==> config.mk <==
export PLATFORM = sky130hd
export DESIGN_NAME = vga_timing_gen
export DESIGN_NICKNAME = d
export VERILOG_FILES = /design/src/rtl/vga_timing_gen.sv
export SDC_FILE = /design/constraint.sdc
export NUM_CORES = 1
export LEC_CHECK = 0
export ABC_AREA = 1
export CAP_MARGIN = 20
export CORE_MARGIN = 5
export CORE_UTILIZATION = 56
export DETAILED_ROUTE_END_ITERATION = 6
export GPL_TIMING_DRIVEN = 0
export PLACE_DENSITY = 0.84
export SYNTH_ARGS = -nofsm -noshare
export SYNTH_HDL_FRONTEND = slang
export SYNTH_SLANG_ARGS = --single-unit
==> constraint.sdc <==
create_clock -name clk_50MHz -period 2.9 [get_ports clk_50MHz]
set_input_delay 0.58 -clock clk_50MHz [delete_from_list [all_inputs] [get_ports clk_50MHz]]
set_output_delay 0.58 -clock clk_50MHz [all_outputs]
set_load 0.005 [all_outputs]
==> src/rtl/vga_timing_gen.sv <==
// Parametrised VGA raster timing generator: pixel-enable divider, h/v counters,
// registered sync/blank/coordinate outputs, line/frame strobes and a frame counter.
module vga_timing_gen #(
    parameter int DIV      = 2,
    parameter int H_ACTIVE = 640,
    parameter int H_FP     = 16,
    parameter int H_SYNC   = 96,
    parameter int H_BP     = 48,
    parameter int V_ACTIVE = 480,
    parameter int V_FP     = 10,
    parameter int V_SYNC   = 2,
    parameter int V_BP     = 33,
    parameter bit HS_POL   = 1'b0,
    parameter bit VS_POL   = 1'b0,
    parameter int CW       = 12,
    parameter int FRAME_W  = 8
) (
    input  logic               clk_50MHz,
    input  logic               reset,
    input  logic               enable,
    input  logic               restart,
    output logic               pix_ce,
    output logic               hs,
    output logic               vs,
    output logic               de,
    output logic [CW-1:0]      x,
    output logic [CW-1:0]      y,
    output logic               line_start,
    output logic               frame_start,
    output logic [FRAME_W-1:0] frame_cnt
);

    localparam int H_TOTAL = H_ACTIVE + H_FP + H_SYNC + H_BP;
    localparam int V_TOTAL = V_ACTIVE + V_FP + V_SYNC + V_BP;
    localparam int DIV_W   = (DIV > 1) ? $clog2(DIV) : 1;

    localparam logic [DIV_W-1:0] DIV_LAST = DIV_W'(DIV - 1);
    localparam logic [CW-1:0]    H_LAST   = CW'(H_TOTAL - 1);
    localparam logic [CW-1:0]    V_LAST   = CW'(V_TOTAL - 1);
    localparam logic [CW-1:0]    H_ACT    = CW'(H_ACTIVE);
    localparam logic [CW-1:0]    V_ACT    = CW'(V_ACTIVE);
    localparam logic [CW-1:0]    HS_LO    = CW'(H_ACTIVE + H_FP);
    localparam logic [CW-1:0]    HS_HI    = CW'(H_ACTIVE + H_FP + H_SYNC);
    localparam logic [CW-1:0]    VS_LO    = CW'(V_ACTIVE + V_FP);
    localparam logic [CW-1:0]    VS_HI    = CW'(V_ACTIVE + V_FP + V_SYNC);

    logic [DIV_W-1:0] div;
    logic [DIV_W-1:0] div_nxt;
    logic [CW-1:0]    h;
    logic [CW-1:0]    v;
    logic [CW-1:0]    h_nxt;
    logic [CW-1:0]    v_nxt;
    logic             ce;
    logic             act_nxt;

    function automatic logic in_window(input logic [CW-1:0] pos,
                                       input logic [CW-1:0] lo,
                                       input logic [CW-1:0] hi);
        return (pos >= lo) && (pos < hi);
    endfunction

    always_comb begin
        ce      = (div == DIV_LAST);
        div_nxt = ce ? '0 : div + DIV_W'(1);
        h_nxt   = (h == H_LAST) ? '0 : h + CW'(1);
        v_nxt   = v;
        if (h == H_LAST) begin
            v_nxt = (v == V_LAST) ? '0 : v + CW'(1);
        end
        act_nxt = (h_nxt < H_ACT) && (v_nxt < V_ACT);
    end

    // Counters and outputs share one edge so outputs always describe the new (h,v).
    always_ff @(posedge clk_50MHz or posedge reset) begin
        if (reset) begin
            div         <= '0;
            h           <= H_LAST;
            v           <= V_LAST;
            pix_ce      <= 1'b0;
            hs          <= ~HS_POL;
            vs          <= ~VS_POL;
            de          <= 1'b0;
            x           <= '0;
            y           <= '0;
            line_start  <= 1'b0;
            frame_start <= 1'b0;
            frame_cnt   <= '0;
        end else if (restart) begin
            // Park at end-of-frame so the next pixel enable opens a fresh frame.
            div         <= '0;
            h           <= H_LAST;
            v           <= V_LAST;
            pix_ce      <= 1'b0;
            hs          <= ~HS_POL;
            vs          <= ~VS_POL;
            de          <= 1'b0;
            x           <= '0;
            y           <= '0;
            line_start  <= 1'b0;
            frame_start <= 1'b0;
        end else if (!enable) begin
            pix_ce      <= 1'b0;
            line_start  <= 1'b0;
            frame_start <= 1'b0;
        end else begin
            div         <= div_nxt;
            pix_ce      <= ce;
            line_start  <= 1'b0;
            frame_start <= 1'b0;
            if (ce) begin
                h           <= h_nxt;
                v           <= v_nxt;
                hs          <= in_window(h_nxt, HS_LO, HS_HI) ? HS_POL : ~HS_POL;
                vs          <= in_window(v_nxt, VS_LO, VS_HI) ? VS_POL : ~VS_POL;
                de          <= act_nxt;
                x           <= act_nxt ? h_nxt : '0;
                y           <= act_nxt ? v_nxt : '0;
                line_start  <= (h_nxt == '0);
                frame_start <= (h_nxt == '0) && (v_nxt == '0);
                if ((h_nxt == '0) && (v_nxt == '0)) begin
                    frame_cnt <= frame_cnt + FRAME_W'(1);
                end
            end
        end
    end

endmodule

==> run summary <==
status - finished, final reports clean
number of clock buffers in the layout - 10
max incr delay on CP - 600 ps
clk buf depth - 2
Routed Antenna Nets - 0
DR DRC count - 0
Logic inverters - 66
hold_sp - y[7]$_DFFE_PP0P_
final cell utilization of the core - 68.2%
FF-to-FF Start - h[0]$_DFFE_PP1P_
clk slew on worst S/H paths - 70 ps
Buf/Inv on CP - 3
CTS H-tree lvls - 3
maximum vdd drop - 0.425 mV
crit path DRT - 3140 ps
most numerous cell in the Yosys netlist - nand2_1
Placer Congestion - 0.939
global-route wire length before repair - 16,800 um
# Cells Yosys - 500
FFs & Latches - 63
Non-CTS buffers - 53
Final clock-cell share - 3.86%
crit path from - h[0]$_DFFE_PP1P_
Arr. time, crit path - 2890 ps
Chip Area, Yosys - 3590 sq um
max cap viols - 0
filler instances - 536
TritonCTS buffer count - 9
dpl hpwl - 7350 um
Levels on crit path - 15
clock share of power - 28.8%
Non-clock buffering overhead - 11.4%
Sw Ratio - 38.3%
post-CTS sizing - 0
IO Count - 42
Hold-fix buffers, CTS - 0
Worst slew margin - 44.6%
vias in the first global route - 3,454
Logic pwr share - 30.3%
synthesized flop and latch total - 63
post-layout period usage - 91.5%
Ys Warns - 0
Seq area share - 37.2%
worst-path fanout max - 10
Post-Syn Nets - 509
Adder Share, Synth - 1.74%
count of library flops with an enable pin - 0
initial antenna violation count - 0
Min-Delay Path Class - flop to flop
Setup crit start kind - flop
clock sink count - 63
Tot Pwr - 2.32 mW
Reg2Reg Depth - 15
CP Cell Sequence - ha_1 -> nand3_1 -> inv_2 -> nand2_2 -> nor2_4 -> buf_6 -> nand3_1 -> nand2_1 -> nand2_1 -> inv_1 -> nand2_1 -> nor2_2 -> nand4_1 -> nand2_1 -> nand2_1
multi-input gates - 360
top cells by count - nand2_1, inv_1, nor2_1
instance tally after logic synthesis - 500
yosys aoi share - 7.77%
Setup TNS - 0 ps
Top logic family - simple AND/OR/NAND/NOR gates
GRT overflow - 0
Die W - 90.1 um
Synth mux share - 0%
Top delay family on crit path - simple AND/OR/NAND/NOR gates
Peak Freq - 377 MHz
Tmin final - 2650 ps
Worst R2R Setup Slack - 250 ps
Top pwr grp - sequential cells
Synth Seq Share - 44.3%
PwrDens - 541 nW/um^2
nets@finish - 562
chip height - 90.1 um
CTS tree - done
Overall Global Routing Usage - 25.6%
Via density - 5.58
buffers added on ports - 41
CP max stage cell - dfstp_2
register share of total power - 40.9%
Worst Hold Depth - 2
Core Region - 6280 sq um
Worst Clk Skew - 5.96 ps
Latency at later pin - 350 ps
P_seq - 0.947 mW
Pre-Repair DR Iteration Count - 5
library cells used by synthesis - 29
Critical Path End - frame_cnt[5]$_DFFE_PP0P_
post-CTS setup buffers - 0
Layout Cells excl Fill - 635
OpenROAD warnings - 28
Final Hold Viols - 0
placed cells - 619
layout cell share with drive strength beyond 1 - 9.68%
Initial DRC Count - 260
largest net degree at the start of global routing - 44
cell type taking the most area - logic gates
Synth async-reset ratio - 100%
area post-placement - 4120 sq um
fin worst setup slack - 246 ps
area leader, netlist - dfrtp_1
XORs/XNORs by Area - 1.95%
Leak Pwr - 2.16 nW
sw power - 0.888 mW
Inserted Diodes - 0
Synth area leaders - dfrtp_1, nand2_1, dfstp_2, inv_1, nand3_1
post-placement worst setup slack - 43.2 ps
combinational power - 0.703 mW
register area - 1590 sq um
num tapcells - 77
Top-area cell share - 35.5%
Worst Max-Slew Pin Slew - 828 ps
Final Cell Area - 4280 sq um
internal power - 1.43 mW
WHS Endpoint - y[7]$_DFFE_PP0P_
Basic Gates by Area - 35.6%
setup violators final - 0
syn_area_per_cell - 7.18 sq um
Setup CP Type - flop to flop
CP endpoint kind - flop
Crit path top cell by count - nand2_1
Vias - 3,543
total die size - 8110 sq um
-- placed cells by master, fill, tap and decap left out, drive strengths merged --
cell and n:
a21oi 5, xnor2 5, nor2 63, nand4 19
o22ai 5, xor2 3, o21ai 37, buf 7
ha 5, nand2 165, nand3 45, nor3 2
nor4 1, dfrtp 51, clkbuf 15, a22oi 5
dfstp 12, clkinvlp 3, inv 65, clkinv 4
clkdlybuf4s50 41
-- registers in the layout, summed over array words and instances (netlist names) --
signal	flops
frame_cnt	8
y	12
line_start	1
de	1
x	12
pix_ce	1
ce	1
hs	1
v	12
h	12
vs	1
frame_start	1
-- metal layers --
metal	wire length, um	part of all wire, %	vias up	global-route usage [%]
li1	-	-	1708	-
met1	4210	42	1663	32.5
met2	4830	49	144	42.0
met3	613	6.2	28	4.92
met4	298	3.0	0	11.9
met5	0	0	-	0
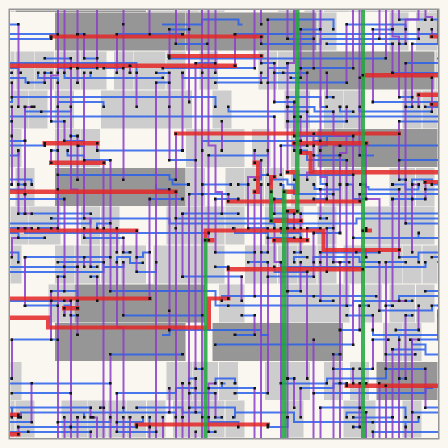
(close-up of the layout)
Window x 30 to 60, y 30 to 60 um. Cells in grey, sequential cells in the stronger grey; small squares are vias.
| colour | layer |
|---|---|
| red | metal 3 |
| purple | metal 2 |
| blue | metal 1 |
| green | metal 4 |
sequential cells in the window: 8
cells with their middle in the window: 98
netlist names of flops here include: h (3), v (2)
most frequent: nand2_1 (33), inv_1 (12), nor2_1 (9)

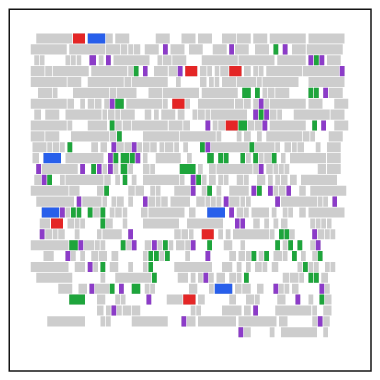
(logic cells by family)
Drawn at 4 px/um.
| colour | family | cells | most used |
|---|---|---|---|
| green | NOR gates | 66 | nor2_1 |
| purple | inverters | 66 | inv_1 |
| red | XOR/XNOR gates | 8 | xnor2_1 |
| blue | adder and majority cells | 5 | ha_1 |

No activity file was given, so power comes from the tool's default toggle rates.
